[src/rtl/password_lock_param.sv]
// rtl/password_lock_param.sv - parametrised keypad lock with lockout, auto-relock and code reprogramming
module password_lock_param #(
    parameter int KEY_W         = 5,
    parameter int CODE_LEN      = 4,
    parameter int MAX_TRIES     = 3,
    parameter int LOCK_CYCLES   = 100,
    parameter int UNLOCK_CYCLES = 50,
    parameter int ENTER_KEY     = 21,
    parameter int CLEAR_KEY     = 20,
    parameter int PROG_KEY      = 22,
    parameter logic [CODE_LEN*KEY_W-1:0] DEFAULT_CODE = {5'd5, 5'd15, 5'd4, 5'd30}
) (
    input  logic             clk,
    input  logic             rst,
    input  logic [KEY_W-1:0] in,
    input  logic             key_valid,
    output logic             led,
    output logic             alarm,
    output logic [3:0]       seg,
    output logic [7:0]       seg_led,
    output logic [3:0]       tries_left
);
    localparam int BW   = CODE_LEN * KEY_W;
    localparam int CW   = $clog2(CODE_LEN + 2);
    localparam int TMAX = (LOCK_CYCLES > UNLOCK_CYCLES) ? LOCK_CYCLES : UNLOCK_CYCLES;
    localparam int TW   = $clog2(TMAX + 1);

    typedef enum logic [2:0] {
        S_IDLE, S_ENTRY, S_CHECK, S_UNLOCKED, S_PROG, S_LOCKOUT
    } state_t;

    state_t        state;
    logic [BW-1:0] code;
    logic [BW-1:0] buffer;
    logic [CW-1:0] count;
    logic [3:0]    fails;
    logic [TW-1:0] timer;

    logic          is_enter, is_clear, is_prog, is_digit;
    logic          overflow_next;
    logic [CW-1:0] count_inc;
    logic [BW-1:0] buffer_shift;
    logic [3:0]    count_seg;
    logic [3:0]    fails_inc;
    logic          match;

    function automatic logic [6:0] hex7(input logic [3:0] v);
        case (v)
            4'h0: hex7 = 7'h3F;  4'h1: hex7 = 7'h06;  4'h2: hex7 = 7'h5B;  4'h3: hex7 = 7'h4F;
            4'h4: hex7 = 7'h66;  4'h5: hex7 = 7'h6D;  4'h6: hex7 = 7'h7D;  4'h7: hex7 = 7'h07;
            4'h8: hex7 = 7'h7F;  4'h9: hex7 = 7'h6F;  4'hA: hex7 = 7'h77;  4'hB: hex7 = 7'h7C;
            4'hC: hex7 = 7'h39;  4'hD: hex7 = 7'h5E;  4'hE: hex7 = 7'h79;  default: hex7 = 7'h71;
        endcase
    endfunction

    assign is_enter = key_valid && (in == KEY_W'(ENTER_KEY));
    assign is_clear = key_valid && (in == KEY_W'(CLEAR_KEY));
    assign is_prog  = key_valid && (in == KEY_W'(PROG_KEY));
    assign is_digit = key_valid && !is_enter && !is_clear && !is_prog;

    // count saturates one past CODE_LEN; that value flags an overlong entry
    assign count_inc     = (count == CW'(CODE_LEN + 1)) ? count : count + 1'b1;
    assign overflow_next = (count_inc == CW'(CODE_LEN + 1));
    assign buffer_shift  = (count < CW'(CODE_LEN)) ? ((buffer << KEY_W) | BW'(in)) : buffer;
    assign count_seg     = overflow_next ? 4'hF : 4'(count_inc);
    assign fails_inc     = fails + 4'd1;
    assign match         = (count == CW'(CODE_LEN)) && (buffer == code);

    always_ff @(posedge clk or posedge rst) begin
        if (rst) begin
            state      <= S_IDLE;
            code       <= DEFAULT_CODE;
            buffer     <= '0;
            count      <= '0;
            fails      <= '0;
            timer      <= '0;
            led        <= 1'b0;
            alarm      <= 1'b0;
            seg        <= 4'h0;
            seg_led    <= 8'h3F;
            tries_left <= 4'(MAX_TRIES);
        end else begin
            case (state)
                S_IDLE, S_ENTRY: begin
                    if (is_digit) begin
                        buffer  <= buffer_shift;
                        count   <= count_inc;
                        state   <= S_ENTRY;
                        seg     <= count_seg;
                        seg_led <= {1'b0, hex7(count_seg)};
                    end else if (is_enter) begin
                        state <= S_CHECK;
                    end else if (is_clear) begin
                        buffer  <= '0;
                        count   <= '0;
                        state   <= S_IDLE;
                        seg     <= 4'h0;
                        seg_led <= {1'b0, hex7(4'h0)};
                    end
                end
                S_CHECK: begin
                    buffer <= '0;
                    count  <= '0;
                    if (match) begin
                        state      <= S_UNLOCKED;
                        led        <= 1'b1;
                        fails      <= '0;
                        tries_left <= 4'(MAX_TRIES);
                        timer      <= TW'(UNLOCK_CYCLES - 1);
                        seg        <= 4'hA;
                        seg_led    <= {1'b0, hex7(4'hA)};
                    end else if (fails_inc == 4'(MAX_TRIES)) begin
                        state      <= S_LOCKOUT;
                        fails      <= fails_inc;
                        tries_left <= 4'(MAX_TRIES) - fails_inc;
                        alarm      <= 1'b1;
                        timer      <= TW'(LOCK_CYCLES - 1);
                        seg        <= 4'hE;
                        seg_led    <= {1'b1, hex7(4'hE)};
                    end else begin
                        state      <= S_IDLE;
                        fails      <= fails_inc;
                        tries_left <= 4'(MAX_TRIES) - fails_inc;
                        seg        <= 4'h0;
                        seg_led    <= {1'b0, hex7(4'h0)};
                    end
                end
                S_UNLOCKED: begin
                    // relock wins over a PROG key arriving on the final cycle
                    if (timer == '0) begin
                        state   <= S_IDLE;
                        led     <= 1'b0;
                        seg     <= 4'h0;
                        seg_led <= {1'b0, hex7(4'h0)};
                    end else if (is_prog) begin
                        state   <= S_PROG;
                        seg     <= 4'hB;
                        seg_led <= {1'b0, hex7(4'hB)};
                    end else begin
                        timer <= timer - 1'b1;
                    end
                end
                S_PROG: begin
                    if (is_digit) begin
                        buffer <= buffer_shift;
                        count  <= count_inc;
                    end else if (is_enter || is_clear) begin
                        buffer <= '0;
                        count  <= '0;
                        if (is_enter && count == CW'(CODE_LEN)) begin
                            code    <= buffer;
                            state   <= S_IDLE;
                            led     <= 1'b0;
                            seg     <= 4'h0;
                            seg_led <= {1'b0, hex7(4'h0)};
                        end else begin
                            state   <= S_UNLOCKED;
                            seg     <= 4'hA;
                            seg_led <= {1'b0, hex7(4'hA)};
                        end
                    end
                end
                S_LOCKOUT: begin
                    if (timer == '0) begin
                        state      <= S_IDLE;
                        alarm      <= 1'b0;
                        fails      <= '0;
                        tries_left <= 4'(MAX_TRIES);
                        seg        <= 4'h0;
                        seg_led    <= {1'b0, hex7(4'h0)};
                    end else begin
                        timer <= timer - 1'b1;
                    end
                end
                default: state <= S_IDLE;
            endcase
        end
    end
endmodule

[config.mk]
export PLATFORM = sky130hd
export DESIGN_NAME = password_lock_param
export DESIGN_NICKNAME = d
export VERILOG_FILES = /design/src/rtl/password_lock_param.sv
export SDC_FILE = /design/constraint.sdc
export NUM_CORES = 1
export LEC_CHECK = 0
export CAP_MARGIN = 20
export CORE_MARGIN = 2
export CORE_UTILIZATION = 60
export DETAILED_ROUTE_END_ITERATION = 7
export PLACE_DENSITY = 0.81
export SYNTH_ARGS = -nofsm -noshare
export SYNTH_HDL_FRONTEND = slang
export SYNTH_SLANG_ARGS = --single-unit
export TNS_END_PERCENT = 30
[constraint.sdc]
create_clock -name clk -period 6.65 [get_ports clk]
set_input_delay 0.665 -clock clk [delete_from_list [all_inputs] [get_ports clk]]
set_output_delay 0.665 -clock clk [all_outputs]
set_load 0.005 [all_outputs]
Fig. 1: signal wires on met2
Drawn at 4 px/um. Cells faint in the background.
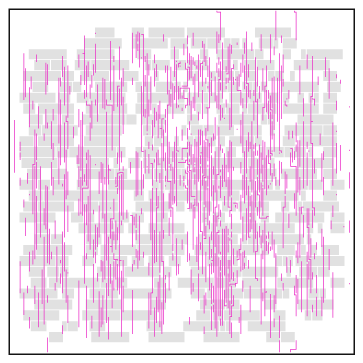
The layer holds 48% of the routed length. The longest straight run is 37.1 um.
GRT met2 Usage: 0.398
DR vias: 3,086
drt total wl: 8370 um

Fig. 2: cell outlines without signal wires
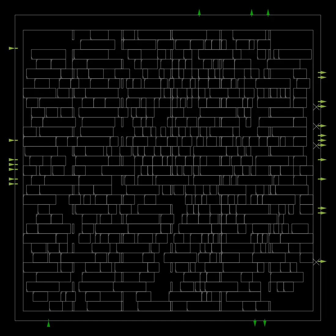
Finished Layout Cells: 489
final core occ: 0.705
Well Taps: 77

Fig. 3: signal wires by layer
Drawn at 4 px/um. Only two layers are drawn.
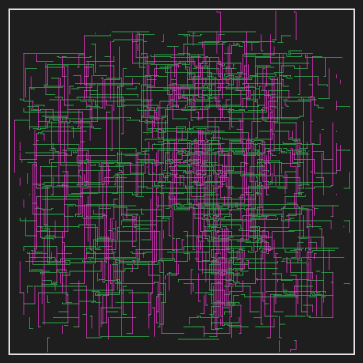
metal 1: in green, wire length 3,730 um. metal 2: in magenta, wire length 4,000 um.
GRT Resource Usage Total: 0.250
wire per inst: 17.1 um

==> flow_metrics.env <==
# flow metrics
export IMPL_status="finished with violations"
export IMPL_violations="design-rule violations"
export IMPL_slowest_delay_ns=0.66
export IMPL_drc=4
export IMPL_core_um2=6420
export IMPL_finalPower_mw=1.75
export IMPL_slew_headroom=0.398
export IMPL_mi_logic_area_um2=2010
export IMPL_timing_worst_setup_path_type="flop to flop"
export IMPL_tool_warnings=31
export IMPL_hold_class="flop to flop"
export IMPL_ys_types=63
export IMPL_top_area_frac=0.342
export IMPL_yosysChipArea_um2=4020
export IMPL_largest_area_cell="dfrtp_1"
export IMPL_powerDensity_nw_per_um2=387
export IMPL_cts_resized=0
export IMPL_crit_path_frequent_cell="a21oi_1"
export IMPL_grt_pass1_wl_um=14500
export IMPL_rows=29
export IMPL_cts_sinks=74
export IMPL_postCtsSetupRepairBufs=0
export IMPL_path_clk_slew_ns=0.08
export IMPL_die_h_um=85.9
export IMPL_finalClockPeriodUsage=0.490
export IMPL_final_area_um2=4530
export IMPL_globalplace_congestion=0.895
export IMPL_top_cell="dfrtp_1"
export IMPL_ys_cells=383
export IMPL_ios=26
export IMPL_numCtsBuffers=9
export IMPL_cts_htree_levels=3
export IMPL_combPwrFrac=0.397
export IMPL_avgSynthCellArea_um2=10.5
export IMPL_cp_cell_sequence="ha_1, nand2_1, xnor2_1, a21oi_1, ha_1, a21oi_1, a211o_1, a21oi_1, a2111oi_0, a221oi_1, mux2_2"
export IMPL_path_max_fanout=14
export IMPL_finalSetupTns_ns=0
export IMPL_grt_overflow=0
export IMPL_nFillCells=483
export IMPL_p_int_mw=1.08
export IMPL_clockPowerShare=0.204
export IMPL_setup_viol=0
export IMPL_cp_data_arrival_time_ns=3.54
export IMPL_hold_slack_ns=0.485
export IMPL_finalCriticalPeriod_ns=3.26
export IMPL_fp_util=0.626
export IMPL_synth_seq_share=0.467
export IMPL_dp_slack_ns=3.45
export IMPL_setup_worst_path_start_class="flop"
export IMPL_synthArstFlopShare=1.00
export IMPL_viasPerCell=6.31
path summary, 6_finish.rpt:
check | from | depth (start not counted) | end | slack (ns)
worst max-delay path | count[0] | 11 | seg_led[3] | 3.39
worst min-delay path | seg_led[2] | 1 | seg_led[2] | 0.48
worst max register to register | count[0] | 11 | seg_led[3] | 3.39
worst min register to register | seg_led[2] | 1 | seg_led[2] | 0.48
max in group asynchronous | rst | 3 | buffer[1] | 5.17
min in group asynchronous | rst | 3 | code[5] | 0.90
layer usage:
layer  routed length (um)  GRT usage
met5                    0          0
met4                  220      0.111
met3                  419     0.0500
met2                 4000      0.398
met1                 3730      0.334
state kept, by name, indices dropped and copies added (netlist names):
signal	count
alarm	1
state	3
code	20
tries_left	4
buffer	20
led	1
seg	4
timer	7
count	3
seg_led	8
fails	3
layout make-up:
class                      instances  area share
inverter                          15      0.0124
multi-input combinational        278       0.444
clock inverter                     6      0.0144
tap                               77      0.0213
sequential                        74       0.414
clock buffer                      10      0.0304
timing repair buffer              29      0.0627
cell usage in the layout, fill, tap and decap left out, types with 3 or more instances in the layout:
cell type / n
mux2i_1: 3
nand2b_1: 3
clkbuf_8: 10
buf_4: 3
o21ai_0: 19
nand2_1: 22
o21a_1: 4
a21o_1: 4
o2bb2ai_1: 3
xnor2_1: 9
o22ai_1: 6
or3_1: 3
nor3b_1: 3
o211ai_1: 3
ha_1: 10
or2_2: 3
nor2b_1: 4
dfstp_2: 19
clkdlybuf4s50_1: 25
a31oi_1: 6
dfrtp_1: 55
nand3_1: 7
mux2_2: 22
nor3_1: 6
inv_1: 14
xor2_1: 17
nor4_1: 4
o31ai_1: 7
a22o_1: 22
nor2_1: 30
a21oi_1: 21
worst max-delay path, delay by kind of cell, from the launching register on:
family / cells / cell delay, ns
AND/OR/NAND/NOR: 1 / 0.23
XOR/XNOR: 1 / 0.37
multiplexers: 1 / 0.32
flip-flops: 1 / 0.66
AND-OR/OR-AND: 6 / 0.93
adder cells (fa/ha/maj): 2 / 0.67
power groups by stage:
stage	clock (mW)	sequential [mW]	combinational (mW)
after floorplan	0	0.659	0.518
after detailed placement	0	0.707	0.684
after global routing	0.381	0.721	0.778
after CTS	0.362	0.699	0.691
final	0.358	0.699	0.697
after global placement	0	0.704	0.664
cell families after synthesis:
family,after synthesis,share of synthesized area
DFF,74,0.467
buffers and inverters,31,0.0342
xor gates and xnor gates,26,0.0566
muxes,25,0.0691
AOI/OAI and AO/OA,118,0.216
adders and majority gates,10,0.0311
and+or+nand+nor,99,0.127
Power and IR drop assume default switching activity.
